===== src/rtl/fetch_queue.sv =====
// fetch_queue: byte-queue instruction fetcher and Y86-style decoder
//   clk, rst_n                  clock, async active-low reset
//   redirect_valid/redirect_pc  load new fetch and decode PC, flush queue
//   mem_req/mem_addr            one-cycle read request of FETCH_BYTES bytes
//   mem_rvalid/mem_rdata        read response, byte k = mem_addr+k
//   out_valid/out_ready         decoded-instruction handshake
//   out_icode..out_pc           decoded fields of the head instruction
//   out_invalid/out_adr_err     bad icode / instruction runs past memory end
//   halted                      stopped until the next redirect
module fetch_queue #(
  parameter int FETCH_BYTES = 2,
  parameter int QDEPTH      = 16,
  parameter int IMEM_BYTES  = 1024
) (
  input  logic                     clk,
  input  logic                     rst_n,
  input  logic                     redirect_valid,
  input  logic [63:0]              redirect_pc,
  output logic                     mem_req,
  output logic [63:0]              mem_addr,
  input  logic                     mem_rvalid,
  input  logic [8*FETCH_BYTES-1:0] mem_rdata,
  output logic                     out_valid,
  input  logic                     out_ready,
  output logic [3:0]               out_icode,
  output logic [3:0]               out_ifun,
  output logic [3:0]               out_rA,
  output logic [3:0]               out_rB,
  output logic [63:0]              out_valC,
  output logic [63:0]              out_valP,
  output logic [63:0]              out_pc,
  output logic                     out_invalid,
  output logic                     out_adr_err,
  output logic                     halted
);
  localparam int PW = $clog2(QDEPTH);
  localparam int CW = PW + 1;
  typedef enum logic {RUN, HALT} state_t;
  state_t state, state_d;
  logic [63:0] fetch_pc, dec_pc, valc;
  logic [PW-1:0] head;
  logic [CW-1:0] count, n_pop;
  logic outst, drop, has_reg, invalid, adr_err, valid, fire, enq, req;
  logic [7:0] qbuf [QDEPTH];
  logic [7:0] b [10];
  logic [3:0] icode, len;
  always_comb begin
    for (int k = 0; k < 10; k++) b[k] = qbuf[head + PW'(k)];
  end
  assign icode   = b[0][7:4];
  assign len     = icode inside {4'h3, 4'h4, 4'h5} ? 4'd10 :
                   icode inside {4'h7, 4'h8} ? 4'd9 :
                   icode inside {4'h2, 4'h6, 4'hA, 4'hB} ? 4'd2 : 4'd1;
  assign has_reg = len == 4'd2 || len == 4'd10;
  assign invalid = icode >= 4'hC;
  assign valc    = len == 4'd10 ? {b[2], b[3], b[4], b[5], b[6], b[7], b[8], b[9]} :
                   len == 4'd9  ? {b[1], b[2], b[3], b[4], b[5], b[6], b[7], b[8]} : '0;
  // 65-bit sum so a PC near the top of the address space still faults
  assign adr_err = {1'b0, dec_pc} + 65'(len) > 65'(IMEM_BYTES);
  // a faulting instruction is presented as soon as its first byte exists
  assign valid   = state == RUN && count != '0 && (count >= CW'(len) || adr_err);
  assign fire    = valid && out_ready;
  // drop marks a response belonging to a request made before a redirect
  assign enq     = mem_rvalid && outst && !drop;
  assign req     = !outst && state == RUN && fetch_pc < 64'(IMEM_BYTES) &&
                   CW'(QDEPTH) - count >= CW'(FETCH_BYTES) && !redirect_valid;
  // a faulting instruction may be shorter than its length; never pop past count
  assign n_pop   = !fire ? '0 : count < CW'(len) ? count : CW'(len);
  always_comb begin
    state_d = redirect_valid ? RUN : fire && (icode == 4'h0 || invalid || adr_err) ? HALT : state;
  end
  always_ff @(posedge clk or negedge rst_n) begin
    if (!rst_n) begin
      state    <= RUN;
      fetch_pc <= '0;
      dec_pc   <= '0;
      head     <= '0;
      count    <= '0;
      outst    <= 1'b0;
      drop     <= 1'b0;
    end else begin
      state <= state_d;
      if (redirect_valid) begin
        fetch_pc <= redirect_pc;
        dec_pc   <= redirect_pc;
        count    <= '0;
        outst    <= outst && !mem_rvalid;
        drop     <= outst && !mem_rvalid;
      end else begin
        if (req) fetch_pc <= fetch_pc + 64'(FETCH_BYTES);
        if (fire) begin
          dec_pc <= dec_pc + 64'(len);
          head   <= head + n_pop[PW-1:0];
        end
        count <= count + (enq ? CW'(FETCH_BYTES) : '0) - n_pop;
        outst <= req || (outst && !mem_rvalid);
        drop  <= drop && !mem_rvalid;
      end
    end
  end
  always_ff @(posedge clk) begin
    if (enq && !redirect_valid)
      for (int k = 0; k < FETCH_BYTES; k++) qbuf[head + count[PW-1:0] + PW'(k)] <= mem_rdata[8*k +: 8];
  end
  // outputs are gated so that reset forces every one of them to zero
  assign mem_req     = rst_n && req;
  assign mem_addr    = rst_n ? fetch_pc : '0;
  assign out_valid   = rst_n && valid;
  assign out_icode   = rst_n ? icode : '0;
  assign out_ifun    = rst_n ? b[0][3:0] : '0;
  assign out_rA      = !rst_n ? '0 : has_reg ? b[1][7:4] : 4'hF;
  assign out_rB      = !rst_n ? '0 : has_reg ? b[1][3:0] : 4'hF;
  assign out_valC    = rst_n ? valc : '0;
  assign out_valP    = rst_n ? dec_pc + 64'(len) : '0;
  assign out_pc      = rst_n ? dec_pc : '0;
  assign out_invalid = rst_n && invalid;
  assign out_adr_err = rst_n && adr_err;
  assign halted      = rst_n && state == HALT;
endmodule


===== config.mk =====
export PLATFORM = sky130hd
export DESIGN_NAME = fetch_queue
export DESIGN_NICKNAME = d
export VERILOG_FILES = /design/src/rtl/fetch_queue.sv
export SDC_FILE = /design/constraint.sdc
export NUM_CORES = 1
export LEC_CHECK = 0
export CAP_MARGIN = 20
export CORE_MARGIN = 3
export CORE_UTILIZATION = 30
export CTS_BUF_LIST = sky130_fd_sc_hd__clkbuf_4
export CTS_CLUSTER_DIAMETER = 120
export DETAILED_ROUTE_END_ITERATION = 6
export PLACE_DENSITY = 0.49
export SETUP_SLACK_MARGIN = 0.3
export SYNTH_ARGS = -nofsm -noshare
export SYNTH_HDL_FRONTEND = slang
export SYNTH_SLANG_ARGS = --single-unit

===== constraint.sdc =====
create_clock -name clk -period 20.2 [get_ports clk]
set_input_delay 5.05 -clock clk [delete_from_list [all_inputs] [get_ports clk]]
set_output_delay 5.05 -clock clk [all_outputs]
set_load 0.01 [all_outputs]

Figure 1. Sequential cells colored by netlist name (run 1).
Scale: 1.5 px per um. Other sequential cells in the stronger gray, the rest of the logic in the fainter gray.
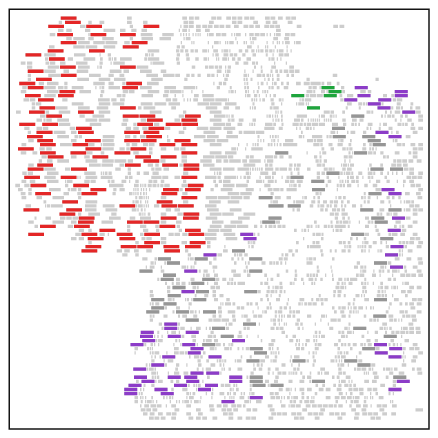
legend:
  purple:
    netlist_name: `fetch_pc`
    placed_flops: 64
  red:
    netlist_name: `qbuf`
    placed_flops: 128
  green:
    netlist_name: `count`
    placed_flops: 5
    where: upper right
not colored: 71
flop share of the area: 26.40%
Seq. cell area: 7352 um^2
Flop+latch power: 730 uW
post-layout util: 37.97%

Figure 2. Metal 1 (run 1).
Scale: 1 px per um.
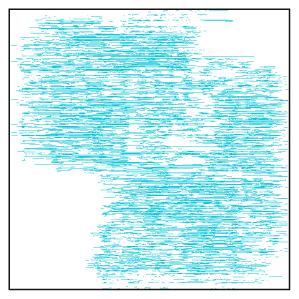
longest straight run: 75.9 um
main direction: horizontal
nets with wire on the layer: 2494
wire length on this layer: 41.3 mm
routed vias: 20820
final wirelength: 101.2 mm
routing usage on met1: 33.27%

Figure 3. A small window of the routed layout (run 1).
Window x 197 to 222, y 197 to 222 um. Cells in gray, sequential cells in the stronger gray; small squares are vias.
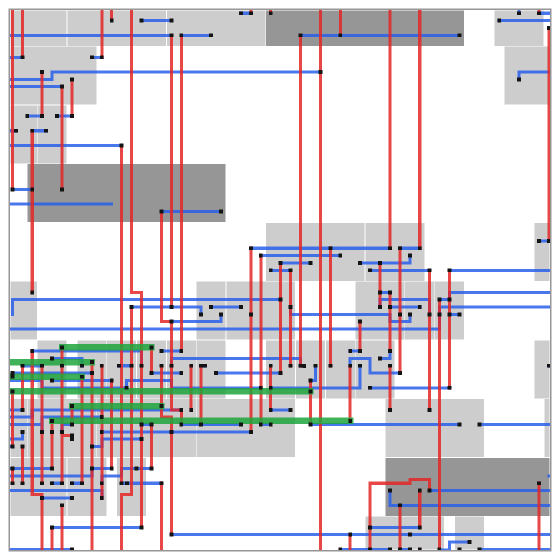
legend:
  red:
    layer: M2
  green:
    layer: M3
  blue:
    layer: M1
sequential cells in the window: 3
most frequent: ha_1 (7), inv_1 (6)
cells with their middle in the window: 37
netlist names of flops here include: `count` (2), `dec_pc` (1)

Figure 4. Routing congestion (run 1).
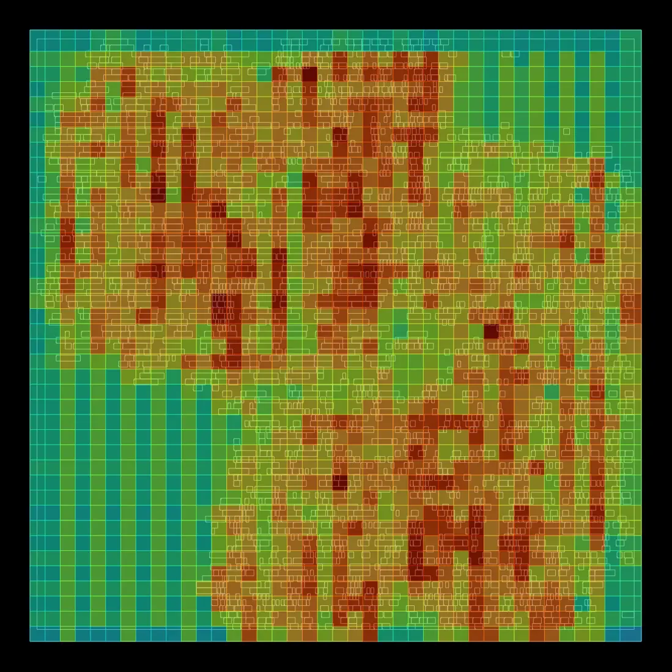
GRT Resource Usage Total: 25.31%
WL/cell: 28.50 um
M2 GR Usage: 41.70%
grt met3 use: 4.908%
busiest grt layer: met2

==> flow_summary.ini, run 1 <==
; physical design summary
[critical_path]
cp_cell_sequence = buf_4 -> mux4_2 -> mux2_2 -> mux2i_1 -> nand2b_1 -> o22ai_4 -> buf_4 -> inv_2 -> nand2_1 -> ha_1 -> a31oi_1 -> buf_4 -> or4_1 -> or4_1 -> xnor2_1 -> a211oi_1 -> nand4_1 -> nor4_2 -> buf_4 -> and2_0 -> nor4_1 -> clkdlybuf4s50_1
required_ns = 15.15
critPathMostFrequentCell = buf_4
worstReg2RegEnd = count[3]
path_delay_family = simple AND/OR/NAND/NOR gates
cp-end-kind = output pin

[pwr]
p_per_area_nw_per_um2 = 140.2

[finish]
drive_gt1_share_pct = 21.20
n_antenna_cell = 3
final_cell_mix = 359 x clkdlybuf4s50_1, 273 x nor2_1, 170 x mux4_2, 165 x nand2_1, 159 x mux2_2
nFillCells = 7331
buffers = 405
fin_area_um2 = 27840

[status]
status = finished clean

[logic_synthesis]
ys_dominant_reg_cell = dfrtp_1
most_common_cell = nor2_1
avgSynthCellArea_um2 = 9.916
ys_seq_share_pct = 32.90
syn_nets = 2371
synthCells = 2252
netlist_top_cells_count = 273 x nor2_1, 170 x mux4_2, 165 x nand2_1, 159 x mux2_2, 140 x dfrtp_1

[timing]
finalSetupViolCount = 0
tightest_slew_ns = 1.189
rsz0062_at_grt = false

[worst_hold_path]
hp-class = reg -> reg

[floorplan]
initCoreUtil_pct = 30.45
fp.dieW_um = 278.8
core_um2 = 73330
tap_cells = 959

[global_routing]
grt_pass1_vias = 20110
overflow = 0

[place]
preCtsSetupSlack_ns = 6.301
globalplace.congestion = 0.9537

[detailed_routing]
wl_met1_mm = 41.26
top_layer = met5
wl_met2_mm = 48.05
antenna_left = 0

[clock_tree]
cts_buffer_depth = 3
cts_tree = done
==> run 1: flip-flops by register name, indices dropped and copies added (netlist names) <==
register,cells
count,5
outst,1
drop,1
head,4
dec_pc,64
fetch_pc,64
state,1
qbuf,128
==> run 1: where the power goes <==
part	internal [uW]	leakage [uW]	switching, uW
registers	614	0.00282	116
logic	1130	0.00638	1520
clock network	265	0.000590	261
total	2010	0.00979	1900
==> run 1: worst max-delay path by stage <==
stage	to	slack, ns	cells after the start
final	out_valid	5.44	22
after floorplan	mem_req	8.87	5
after CTS	out_valid	5.39	22
after global placement	out_valid	6.49	22
after detailed placement	out_valid	6.30	22
after global routing	out_valid	4.77	22
==> run 2, diff against run 1 <==
Settings changed: PLACE_DENSITY 0.49 to 0.51.
Clock period 20.2 ns to 12.37 ns, I/O delays scaled along.
==> flow_summary.ini, run 2 <==
; physical design summary
[status]
status = finished clean

[logic_synthesis]
ys_dominant_reg_cell = dfrtp_1
ys_seq_share_pct = 32.90
most_common_cell = nor2_1
synthCells = 2252

[finish]
n_antenna_cell = 2
drive_gt1_share_pct = 20.95
fin_area_um2 = 27740
buffers = 399
final_cell_mix = 359 x clkdlybuf4s50_1, 273 x nor2_1, 170 x mux4_2, 165 x nand2_1, 159 x mux2_2
regArea_um2 = 7355
largest_register_ffs = 128

[floorplan]
initCoreUtil_pct = 30.45
core_um2 = 73330
fp.dieW_um = 278.8

[global_routing]
overflow = 0
globalRouteTotalUtil_pct = 24.52
grt_use_met3_pct = 3.963
grt_pass1_vias = 20010

[pwr]
p_per_area_nw_per_um2 = 226.0

[timing]
tightest_slew_ns = 1.122
finalSetupViolCount = 0

[detailed_routing]
wl_mm = 98.43

[clock_tree]
cts_tree = done
run 2: path summary, 6_finish.rpt:
path                            depth (start not counted)  slack (ns)        start            to
worst min-delay path                                    1        0.50  fetch_pc[0]   fetch_pc[0]
min in group asynchronous                               1        2.13        rst_n     dec_pc[7]
worst max-delay path                                   22        0.85      head[2]     out_valid
worst min register to register                          1        0.50  fetch_pc[0]   fetch_pc[0]
max in group asynchronous                               3        8.29        rst_n  fetch_pc[59]
worst max register to register                         27        3.23      head[0]      count[4]
run 2: report_power, final:
| group | switching [uW] | leakage, uW | internal, uW |
|---|---|---|---|
| clock | 424 | 0.000600 | 438 |
| sequential | 180 | 0.00282 | 1000 |
| combinational | 2400 | 0.00632 | 1820 |
| total | 3010 | 0.00974 | 3270 |
Figure 5. Sequential cells colored by netlist name (run 2).
Scale: 1.5 px per um. Other sequential cells in the stronger gray, the rest of the logic in the fainter gray.
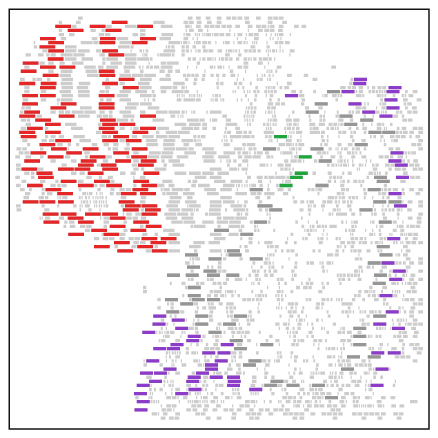
legend:
  green:
    netlist_name: `count`
    placed_flops: 5
  red:
    netlist_name: `qbuf`
    placed_flops: 128
  purple:
    netlist_name: `fetch_pc`
    placed_flops: 64
Flop+latch power: 1180 uW
post-layout util: 37.83%

==> run 3, diff against run 2 <==
Settings changed: CORE_UTILIZATION 30 to 51, GPL_ROUTABILITY_DRIVEN set to 0, PLACE_DENSITY 0.51 to 0.79.
==> flow_summary.ini, run 3 <==
; physical design summary
[pwr]
p_per_area_nw_per_um2 = 226.9
switching_share_pct = 47.35
seqPwrFrac_pct = 19.0
p_comb_uw = 4180
sequentialPower_uw = 1170
maxPowerGroup = combinational logic
power_clock_uw = 812

[finish]
drive_gt1_share_pct = 20.14
final_cell_mix = 359 x clkdlybuf4s50_1, 273 x nor2_1, 170 x mux4_2, 165 x nand2_1, 159 x mux2_2
utilization_pct = 62.87

[logic_synthesis]
ys_seq_share_pct = 32.90
ys_dominant_reg_cell = dfrtp_1
most_common_cell = nor2_1
synthCells = 2252

[floorplan]
fp.dieW_um = 215.3
initCoreUtil_pct = 51.73

[status]
status = finished clean

[detailed_routing]
wl_mm = 82.72

[clock_tree]
cts_tree = done

[global_routing]
grt_use_met3_pct = 10.79

[timing]
finalSetupViolCount = 0
tightest_slew_ns = 1.160
[run 3: layout make-up]
type,instances,area (um^2),area share (%)
antenna,3,7.507,0.02766
clock buffer,104,780.7,2.876
clock inverter,25,133.9,0.4932
inverter,75,284.0,1.046
multi-input combinational,1703,13930,51.31
sequential,268,7352,27.09
tap,585,732.0,2.697
timing repair buffer,397,3925,14.46
[run 3: final timing paths]
path	from	end	slack (ns)	depth (start not counted)
worst max-delay path	head[1]	out_valid	0.98	18
worst min-delay path	fetch_pc[0]	fetch_pc[0]	0.50	1
worst max register to register	head[1]	count[3]	3.01	26
worst min register to register	fetch_pc[0]	fetch_pc[0]	0.50	1
max in group asynchronous	rst_n	fetch_pc[23]	8.58	2
min in group asynchronous	rst_n	fetch_pc[62]	2.32	1
Figure 6. Routing congestion (run 3).
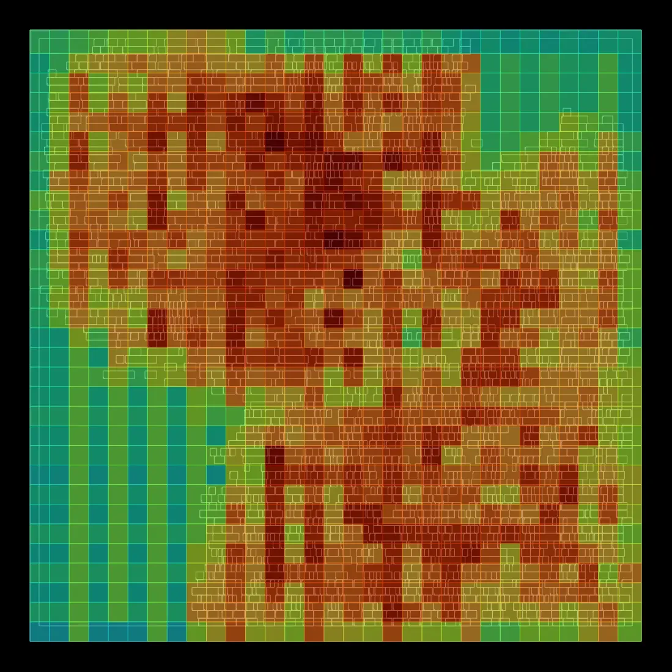
GRT Resource Usage Total: 34.59%
M2 GR Usage: 53.05%

No activity file was given, so power comes from the tool's default toggle rates.
